==> config.mk <==
export PLATFORM = sky130hd
export DESIGN_NAME = reset_sequencer_multi
export DESIGN_NICKNAME = d
export VERILOG_FILES = /design/src/rtl/reset_sequencer_multi.sv
export SDC_FILE = /design/constraint.sdc
export NUM_CORES = 1
export LEC_CHECK = 0
export CORE_ASPECT_RATIO = 1.25
export CORE_MARGIN = 5
export CORE_UTILIZATION = 60
export CTS_CLUSTER_DIAMETER = 100
export DETAILED_ROUTE_END_ITERATION = 8
export GPL_ROUTABILITY_DRIVEN = 0
export HOLD_SLACK_MARGIN = 0.02
export PLACE_DENSITY = 0.84
export SKIP_LAST_GASP = 1
export SYNTH_ARGS = -nofsm -noshare
export SYNTH_HDL_FRONTEND = slang
export SYNTH_SLANG_ARGS = --single-unit
==> constraint.sdc <==
create_clock -name clk -period 3.1 [get_ports clk]
set_input_delay 0.465 -clock clk [delete_from_list [all_inputs] [get_ports clk]]
set_output_delay 0.465 -clock clk [all_outputs]
set_load 0.02 [all_outputs]
==> images/floorplan.png <==
The bar under the picture is 10 um long. Pins as bars on the die edge. Tap cells in grey.
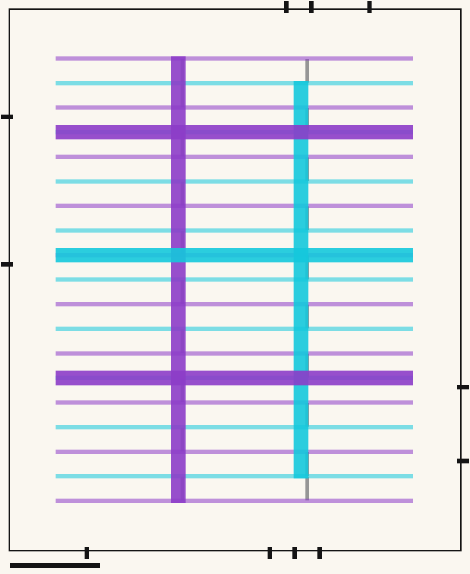
colour	net
cyan	VDD
purple	VSS
met1 rails	19
signal pins	11
tap cells	20
rows	18
met5 straps	3
Peak supply drop: 0.409 mV
Die Y-Extent: 59.8 um

==> images/port_trees.png <==
The bar under the picture is 10 um long.
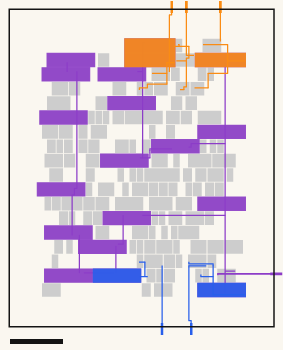
colour	port	bits	direction	edge	end cells	buffers	wire
blue	`last_cause`	2	output	bottom	2	2	50.3 um
purple	`async_reset_n`	1	input	right	19	1	168 um
orange	`domain_reset`	3	output	top	3	3	78.6 um
number of port buffers: 10
number of top-level design ports: 11

==> images/util_map.png <==
The bar under the picture is 10 um long. The die is cut into 10 by 12 equal tiles; white is low, dark blue is high, 0 to 100% covered.
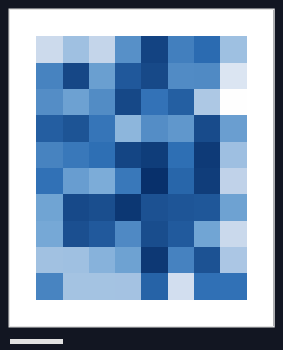
densest ninth of the die	middle
nearly empty tiles	34%
mean over tiles	43%
emptiest ninth of the die	top right
total core area: 1940 um^2
fraction of the core area occupied by cells at floorplan: 0.614

==> flow_summary.ini <==
; implementation run metrics
[global_routing]
grt.total_usage = 0.189
gr-usage-met3 = 0.0299
grt-busiest-layer = met2
grt_pass1_vias = 1032
number_of_antenna_violations_at_the_first_check_in_global_routing = 0
grt.overflow.total = 0
grtUsageMet2 = 0.338
use_met1 = 0.221

[critical_path]
worstSetupEndpointType = primary output
path_max_fanout = 16
worstPathCellList = xnor2_1 > nor2_1 > or2_2 > clkdlybuf4s50_1
timing.critical_path.slowest_stage_cell = dfrtp_1
r2r_cells = 6
critical_path_arrival_ps = 2250

[synthesis]
synth.largest_area_cell = dfrtp_1
post_synthesis_cell_type_count = 41
ys_warn_count = 0
post_synth_instance_area_um2 = 1190
ys_cells = 132
synthTopCellsByArea = dfrtp_1 (34%), dfstp_2 (6.6%), ha_1 (4.2%)
synth_cells = 132

[final_layout]
largest_register_ff_count = 7
logic_area_um2 = 628
area_used_by_sequential_logic_in_the_layout_um2 = 479

[power]
power.leakage_uw = 0.000565

[sta]
finalHoldViolations = 0
final.min_clock_period_ps = 2720
setup_total_negative_slack_ps = 0
grt_setup_unrepaired = no
slew_violations = 0
max_freq_ghz = 0.368

[clocking]
numClockSinks = 19
cts_tree = yes
cts_post_setup_buffers_inserted = 0
max-clock-path-buffers = 2
clk_pin_slew_ps = 110
cts_stage_hold_buffer_count = 0

[flow_run]
openroad.warnings = 28

[placed_design]
dp_hpwl_um = 1870

[worst_hold_path]
path_type_of_the_worst_min_delay_path = flop to flop

[routing]
remaining_drc_errors = 0
route.antenna.remaining_nets = 0
route.vias.total = 997
wl_per_cell_um = 15.5

[floorplan]
die_x_um = 49.8
rows = 18

[outcome]
result_of_the_run = completed
[routing by layer]
layer,up-vias,part of all wire
li1,493,-
met1,472,0.41
met2,26,0.54
met3,6,0.038
met4,0,0.013
met5,-,0
[kinds of logic after synthesis]
group,count (synthesis),share of synthesized area
and+or+nand+nor,49,0.222
buffers and inverters,17,0.0684
DFF,19,0.403
xor gates and xnor gates,1,0.00737
AOI/OAI and AO/OA,41,0.248
muxes,1,0.00842
adders and majority gates,4,0.0421
[final cells by class]
cell class,count,share of cell area
clock inverter,1,0.00384
timing repair buffer,10,0.0767
sequential,19,0.367
inverter,12,0.0345
multi-input combinational,96,0.481
tap,20,0.0192
clock buffer,3,0.0173
[through the flow]
stage                     cell area, um^2  total power (uW)  setup WS, ps  utilization  instances
after global placement               1280               803           793        0.660        157
after CTS                            1310               953           382        0.674        161
final                                1310               943           381        0.674        161
after detailed placement             1280               819           754        0.660        157
after floorplan                      1190               697          1340            -        132
after global routing                 1310              1020           267        0.674        161
[synth_stat cells, drive strengths merged (4+ instances only)]
| library cell | number |
|---|---|
| ha | 4 |
| nor2 | 13 |
| nand2 | 13 |
| buf | 4 |
| o21ai | 11 |
| a21oi | 8 |
| nand4 | 4 |
| o31ai | 4 |
| nand3 | 6 |
| inv | 12 |
| dfrtp | 16 |
[power by group]
| part | internal [uW] | switching, uW | total, uW |
|---|---|---|---|
| Combinational | 198 | 251 | 449 |
| Clock | 48.2 | 79.3 | 127 |
| Sequential | 293 | 73.1 | 366 |
[critical path: cells and delay by family (launching register included)]
kind	cells	cell delay [ps]
flops	1	580
buf+inv	1	540
simple gates	2	430
xor+xnor	1	400
No activity file was given, so power comes from the tool's default toggle rates.
